## src/rtl/ps2_key_decoder_pkg.sv

```systemverilog
// Shared encodings and constants for the PS/2 receiver and key decoder.
// Frame FSM states, prefix bytes and the default set-2 key codes.
package ps2_key_decoder_pkg;

    typedef enum logic [1:0] {
        RX_IDLE = 2'd0,
        RX_DATA = 2'd1,
        RX_PAR  = 2'd2,
        RX_STOP = 2'd3
    } rx_state_e;

    localparam logic [7:0] PS2_BREAK      = 8'hF0;
    localparam logic [7:0] PS2_EXT        = 8'hE0;
    localparam logic [7:0] DEF_CODE_JUMP  = 8'h24;
    localparam logic [7:0] DEF_CODE_LEFT  = 8'h1C;
    localparam logic [7:0] DEF_CODE_RIGHT = 8'h23;

    // Odd parity holds when data plus parity carry an odd count of ones.
    function automatic logic odd_parity_ok(input logic [7:0] data,
                                           input logic       par);
        return ^{data, par};
    endfunction

endpackage

```

## src/rtl/ps2_key_decoder_rx.sv

```systemverilog
// PS/2 frame receiver: synchroniser, clock filter, frame FSM, timeout.
// Emits one registered strobe per good frame or per errored frame.
import ps2_key_decoder_pkg::*;

module ps2_rx #(
    parameter int FILTER_LEN  = 8,
    parameter int TIMEOUT_CYC = 50000
) (
    input  logic       clk,
    input  logic       rst_n,
    input  logic       ps2_clk,
    input  logic       ps2_data,
    output logic       code_valid,
    output logic [7:0] scan_code,
    output logic       frame_err
);

    localparam int FW = $clog2(FILTER_LEN + 1);
    localparam int TW = $clog2(TIMEOUT_CYC + 1);

    logic          clk_s1_q, clk_s2_q;
    logic          dat_s1_q, dat_s2_q;
    logic          filt_q, filt_d;
    logic [FW-1:0] fcnt_q, fcnt_d;
    logic          sample;

    rx_state_e     state_q, state_d;
    logic [2:0]    bit_cnt_q, bit_cnt_d;
    logic [7:0]    shreg_q, shreg_d;
    logic          par_q, par_d;
    logic [TW-1:0] tmo_q, tmo_d;
    logic          code_valid_q, code_valid_d;
    logic          frame_err_q, frame_err_d;
    logic [7:0]    scan_q, scan_d;

    // Two-flop synchronisers; lines idle high so reset to 1.
    always_ff @(posedge clk or negedge rst_n) begin
        if (!rst_n) begin
            clk_s1_q <= 1'b1;
            clk_s2_q <= 1'b1;
            dat_s1_q <= 1'b1;
            dat_s2_q <= 1'b1;
        end else begin
            clk_s1_q <= ps2_clk;
            clk_s2_q <= clk_s1_q;
            dat_s1_q <= ps2_data;
            dat_s2_q <= dat_s1_q;
        end
    end

    // Filtered clock flips only after FILTER_LEN consecutive differing samples.
    always_comb begin
        filt_d = filt_q;
        fcnt_d = '0;
        sample = 1'b0;
        if (clk_s2_q != filt_q) begin
            if (fcnt_q == FW'(FILTER_LEN - 1)) begin
                filt_d = clk_s2_q;
                sample = filt_q;
            end else begin
                fcnt_d = fcnt_q + 1'b1;
            end
        end
    end

    // Frame FSM and timeout, advancing on filtered falling edges.
    always_comb begin
        state_d      = state_q;
        bit_cnt_d    = bit_cnt_q;
        shreg_d      = shreg_q;
        par_d        = par_q;
        tmo_d        = '0;
        code_valid_d = 1'b0;
        frame_err_d  = 1'b0;
        scan_d       = scan_q;
        if (sample) begin
            unique case (state_q)
                RX_IDLE: begin
                    if (!dat_s2_q) begin
                        state_d   = RX_DATA;
                        bit_cnt_d = 3'd0;
                    end
                end
                RX_DATA: begin
                    shreg_d   = {dat_s2_q, shreg_q[7:1]};
                    bit_cnt_d = bit_cnt_q + 3'd1;
                    if (bit_cnt_q == 3'd7)
                        state_d = RX_PAR;
                end
                RX_PAR: begin
                    par_d   = dat_s2_q;
                    state_d = RX_STOP;
                end
                RX_STOP: begin
                    if (odd_parity_ok(shreg_q, par_q) && dat_s2_q) begin
                        code_valid_d = 1'b1;
                        scan_d       = shreg_q;
                    end else begin
                        frame_err_d = 1'b1;
                    end
                    state_d = RX_IDLE;
                end
                default: state_d = RX_IDLE;
            endcase
        end else if (state_q != RX_IDLE) begin
            if (tmo_q == TW'(TIMEOUT_CYC - 1)) begin
                state_d     = RX_IDLE;
                frame_err_d = 1'b1;
            end else begin
                tmo_d = tmo_q + 1'b1;
            end
        end
    end

    // Filter, FSM and registered output state.
    always_ff @(posedge clk or negedge rst_n) begin
        if (!rst_n) begin
            filt_q       <= 1'b1;
            fcnt_q       <= '0;
            state_q      <= RX_IDLE;
            bit_cnt_q    <= '0;
            shreg_q      <= '0;
            par_q        <= 1'b0;
            tmo_q        <= '0;
            code_valid_q <= 1'b0;
            frame_err_q  <= 1'b0;
            scan_q       <= '0;
        end else begin
            filt_q       <= filt_d;
            fcnt_q       <= fcnt_d;
            state_q      <= state_d;
            bit_cnt_q    <= bit_cnt_d;
            shreg_q      <= shreg_d;
            par_q        <= par_d;
            tmo_q        <= tmo_d;
            code_valid_q <= code_valid_d;
            frame_err_q  <= frame_err_d;
            scan_q       <= scan_d;
        end
    end

    assign code_valid = code_valid_q;
    assign frame_err  = frame_err_q;
    assign scan_code  = scan_q;

endmodule

```

## src/rtl/ps2_key_decoder.sv

```systemverilog
// PS/2 keyboard front end: frame receiver plus make/break key decoder.
// Holds jump/left/right levels and a rise pulse for the jump key.
import ps2_key_decoder_pkg::*;

module ps2_key_decoder #(
    parameter int         FILTER_LEN  = 8,
    parameter int         TIMEOUT_CYC = 50000,
    parameter logic [7:0] CODE_JUMP   = DEF_CODE_JUMP,
    parameter logic [7:0] CODE_LEFT   = DEF_CODE_LEFT,
    parameter logic [7:0] CODE_RIGHT  = DEF_CODE_RIGHT
) (
    input  logic       clk,
    input  logic       rst_n,
    input  logic       ps2_clk,
    input  logic       ps2_data,
    output logic       e_key,
    output logic       e_key_rise,
    output logic       left_key,
    output logic       right_key,
    output logic       code_valid,
    output logic [7:0] scan_code,
    output logic       frame_err
);

    logic brk_q, brk_d;
    logic ext_q, ext_d;
    logic e_q, e_d;
    logic rise_q, rise_d;
    logic left_q, left_d;
    logic right_q, right_d;

    ps2_rx #(
        .FILTER_LEN (FILTER_LEN),
        .TIMEOUT_CYC(TIMEOUT_CYC)
    ) u_rx (
        .clk       (clk),
        .rst_n     (rst_n),
        .ps2_clk   (ps2_clk),
        .ps2_data  (ps2_data),
        .code_valid(code_valid),
        .scan_code (scan_code),
        .frame_err (frame_err)
    );

    // Prefix bytes arm flags; a plain byte applies them, then clears them.
    always_comb begin
        brk_d   = brk_q;
        ext_d   = ext_q;
        e_d     = e_q;
        left_d  = left_q;
        right_d = right_q;
        if (code_valid) begin
            unique case (1'b1)
                (scan_code == PS2_BREAK): brk_d = 1'b1;
                (scan_code == PS2_EXT):   ext_d = 1'b1;
                default: begin
                    if (!ext_q) begin
                        if (scan_code == CODE_JUMP)
                            e_d = !brk_q;
                        if (scan_code == CODE_LEFT)
                            left_d = !brk_q;
                        if (scan_code == CODE_RIGHT)
                            right_d = !brk_q;
                    end
                    brk_d = 1'b0;
                    ext_d = 1'b0;
                end
            endcase
        end
        rise_d = e_d & ~e_q;
    end

    // Key levels, prefix flags and the jump rise pulse.
    always_ff @(posedge clk or negedge rst_n) begin
        if (!rst_n) begin
            brk_q   <= 1'b0;
            ext_q   <= 1'b0;
            e_q     <= 1'b0;
            rise_q  <= 1'b0;
            left_q  <= 1'b0;
            right_q <= 1'b0;
        end else begin
            brk_q   <= brk_d;
            ext_q   <= ext_d;
            e_q     <= e_d;
            rise_q  <= rise_d;
            left_q  <= left_d;
            right_q <= right_d;
        end
    end

    assign e_key      = e_q;
    assign e_key_rise = rise_q;
    assign left_key   = left_q;
    assign right_key  = right_q;

endmodule
```

## config.mk

```make
export PLATFORM = sky130hd
export DESIGN_NAME = ps2_key_decoder
export DESIGN_NICKNAME = d
export VERILOG_FILES = /design/src/rtl/ps2_key_decoder_pkg.sv /design/src/rtl/ps2_key_decoder_rx.sv /design/src/rtl/ps2_key_decoder.sv
export SDC_FILE = /design/constraint.sdc
export NUM_CORES = 1
export LEC_CHECK = 0
export CAP_MARGIN = 0
export CORE_MARGIN = 2
export CORE_UTILIZATION = 48
export DETAILED_ROUTE_END_ITERATION = 10
export GPL_ROUTABILITY_DRIVEN = 0
export GPL_TIMING_DRIVEN = 0
export PLACE_DENSITY = 0.75
export SETUP_SLACK_MARGIN = 0.2
export SLEW_MARGIN = 40
export SYNTH_ARGS = -nofsm -noshare
export SYNTH_HDL_FRONTEND = slang
export SYNTH_HIERARCHICAL = 1
export SYNTH_SLANG_ARGS = --single-unit
```

## constraint.sdc

```tcl
create_clock -name clk -period 2.95 [get_ports clk]
set_clock_uncertainty 0.2 [all_clocks]
set_input_delay 0.7375 -clock clk [delete_from_list [all_inputs] [get_ports clk]]
set_output_delay 0.7375 -clock clk [all_outputs]
set_load 0.01 [all_outputs]
```

==> results.json <==
{
  "outcome": "finished, final reports clean",
  "root_buffer": "clkbuf_8",
  "period_needed_ns": 2.38,
  "slew_headroom": 0.514,
  "ant_nets": 0,
  "clock_area_frac": 0.0352,
  "postCtsSetupBuffers": 0,
  "synthTopCellsByArea": "dfrtp_1 (49%), mux2_2 (7.5%), dfstp_2 (5.2%)",
  "die_width_um": 76.7,
  "nNonClkInverters": 9,
  "cts_tree": "built",
  "cts_inserted_buffers": 5,
  "port_buffers": 17,
  "r2r_end": "u_rx/tmo_q[12]$_DFF_PN0_",
  "vias_per_cell": 5.28,
  "ys.flops": 55,
  "wl_mm": 4.16,
  "diodes": 0,
  "antenna_found_initial": 0,
  "core_um2": 5110,
  "synthCells": 218,
  "drt-met1-wl_mm": 1.99,
  "logic_area_um2": 1110,
  "finalNonFillerCells": 313,
  "p_sw_frac": 0.212,
  "drive_gt1_frac": 0.156,
  "power.leakage_uw": 0.00134,
  "syn_area_um2": 2540,
  "postCtsHoldBufs": 0,
  "clkTransAtPathRegs_ns": 0.09,
  "use_met2": 0.252,
  "cts.sinks": 55,
  "aoi_share": 0.0389,
  "placed_area_um2": 2820,
  "largest_reg_flops": 16,
  "cellInternalPower_uw": 1070,
  "ioPinCount": 18,
  "top_area_cell": "dfrtp_1",
  "power_density_nw_per_um2": 465,
  "comb_area_frac": 0.381,
  "syn_to_final_growth_pct": 14.9,
  "grt_usage": 0.152,
  "drtIter0Drc": 132,
  "warning_count": 29,
  "post-route-util": 0.571,
  "arrival_ns": 2.37,
  "dr_wl_met3_um": 128,
  "chip_area_um2": 5890,
  "grt_pass1_wl_mm": 7.31,
  "design_area_um2": 2920,
  "topRoutingLayerUsed": "met4",
  "synth_adder_area_share": 0.0394,
  "clkPwrFrac": 0.349,
  "grt_overflow_total": 0,
  "fp-utilization": 0.497,
  "clkLatencyLatePin_ns": 0.30
}
[power groups by stage]
stage / Combinational (uW) / Sequential, uW / Clock (uW)
3_3_place_gp: 73.6 / 821 / 0
5_1_grt: 89.5 / 812 / 516
6_report: 76.4 / 807 / 473
3_5_place_dp: 79.0 / 821 / 0
4_1_cts: 78.8 / 807 / 490
2_1_floorplan: 48.2 / 816 / 0
[critical path: stages (launching register included)]
cell	delay [ns]
dfrtp_1	0.39
ha_1	0.22
nand3b_1	0.13
nor3b_2	0.64
nor2_1	0.13
nand2_1	0.21
buf_2	0.27
nor2_1	0.08
[cell usage in the layout (no fill, tap or decap), types with 2 or more instances in the layout]
cell type | synthesis | routed
a21oi_1 | 7 | 7
a31oi_1 | 2 | 2
and3_1 | 4 | 4
clkbuf_1 | 2 | 3
clkbuf_8 | 0 | 5
clkdlybuf4s50_1 | 0 | 16
dfrtp_1 | 50 | 50
dfstp_2 | 5 | 5
ha_1 | 8 | 8
inv_1 | 9 | 9
mux2_2 | 17 | 17
mux2i_1 | 4 | 4
nand2_1 | 17 | 17
nand2b_1 | 2 | 2
nand3_1 | 8 | 8
nand4_1 | 6 | 6
nand4b_1 | 2 | 2
nor2_1 | 24 | 24
nor2b_1 | 2 | 2
nor3_1 | 5 | 5
nor4_1 | 2 | 2
o21ai_0 | 2 | 2
xnor2_1 | 12 | 12
xor2_1 | 9 | 9
[worst max-delay path by stage]
stage,endpoint,slack (ns),cells after the start
after floorplan,u_rx/scan_code[0]$_DFFE_PN0P_,0.90,5
after CTS,u_rx/tmo_q[12]$_DFF_PN0_,0.54,7
after detailed placement,u_rx/tmo_q[12]$_DFF_PN0_,0.59,7
after global routing,u_rx/tmo_q[12]$_DFF_PN0_,0.36,7
final,u_rx/tmo_q[12]$_DFF_PN0_,0.57,7
after global placement,u_rx/fcnt_q[2]$_DFF_PN0_,-0.70,1
[Yosys cell counts]
| master | number |
|---|---|
| and3_1 | 4 |
| buf_2 | 1 |
| nand2b_1 | 2 |
| mux2_2 | 17 |
| dfrtp_1 | 50 |
| o221ai_1 | 1 |
| a211o_1 | 1 |
| inv_1 | 9 |
| nand4b_1 | 2 |
| nand4_4 | 1 |
| nor3b_2 | 1 |
| and4bb_1 | 1 |
| and4_1 | 1 |
| nor4_1 | 2 |
| nor2b_1 | 2 |
| clkbuf_1 | 2 |
| ha_1 | 8 |
| or4_1 | 1 |
| dfstp_2 | 5 |
| nor3_4 | 1 |
| nor3_1 | 5 |
| a21boi_0 | 1 |
| a31oi_1 | 2 |
| o21ai_0 | 2 |
| nand3_1 | 8 |
| xnor2_2 | 1 |
| and4b_2 | 1 |
| xnor2_1 | 12 |
| nand2_1 | 17 |
| o31ai_1 | 1 |
| nand2_2 | 1 |
| a21oi_1 | 7 |
| and3b_1 | 1 |
| nor4b_1 | 1 |
| xor2_1 | 9 |
| nand3b_1 | 1 |
| a31o_2 | 1 |
| xnor3_1 | 1 |
| nor2_1 | 24 |
| mux2i_1 | 4 |
| nand4_1 | 6 |
Figure 1. Routed metal, one color a layer.
Only two layers are drawn.
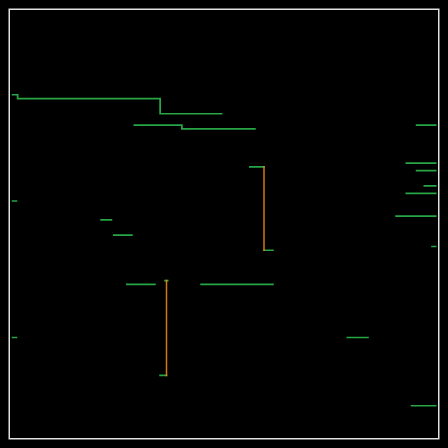
color	layer	wire length
green	metal 3	128 um
orange	metal 4	32.0 um

Figure 2. Routing congestion map.
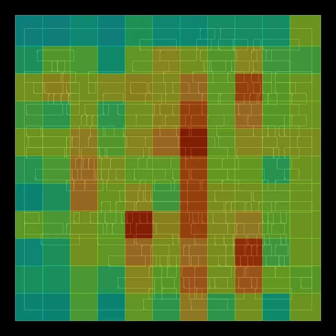
M3 GR Usage: 0.0365
GRT busiest layer: met2

Figure 3. Gate-type map.
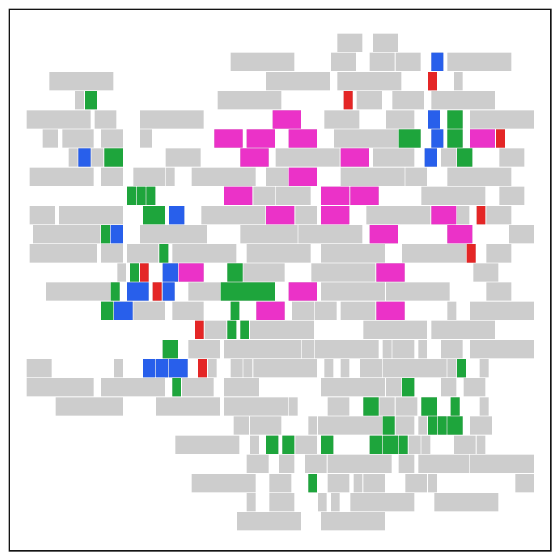
color	family	cells	most used
green	nand cells	38	nand2_1
magenta	mux cells	21	mux2_2
red	inv cells	9	inv_1
blue	aoi and oai cells	14	a21oi_1

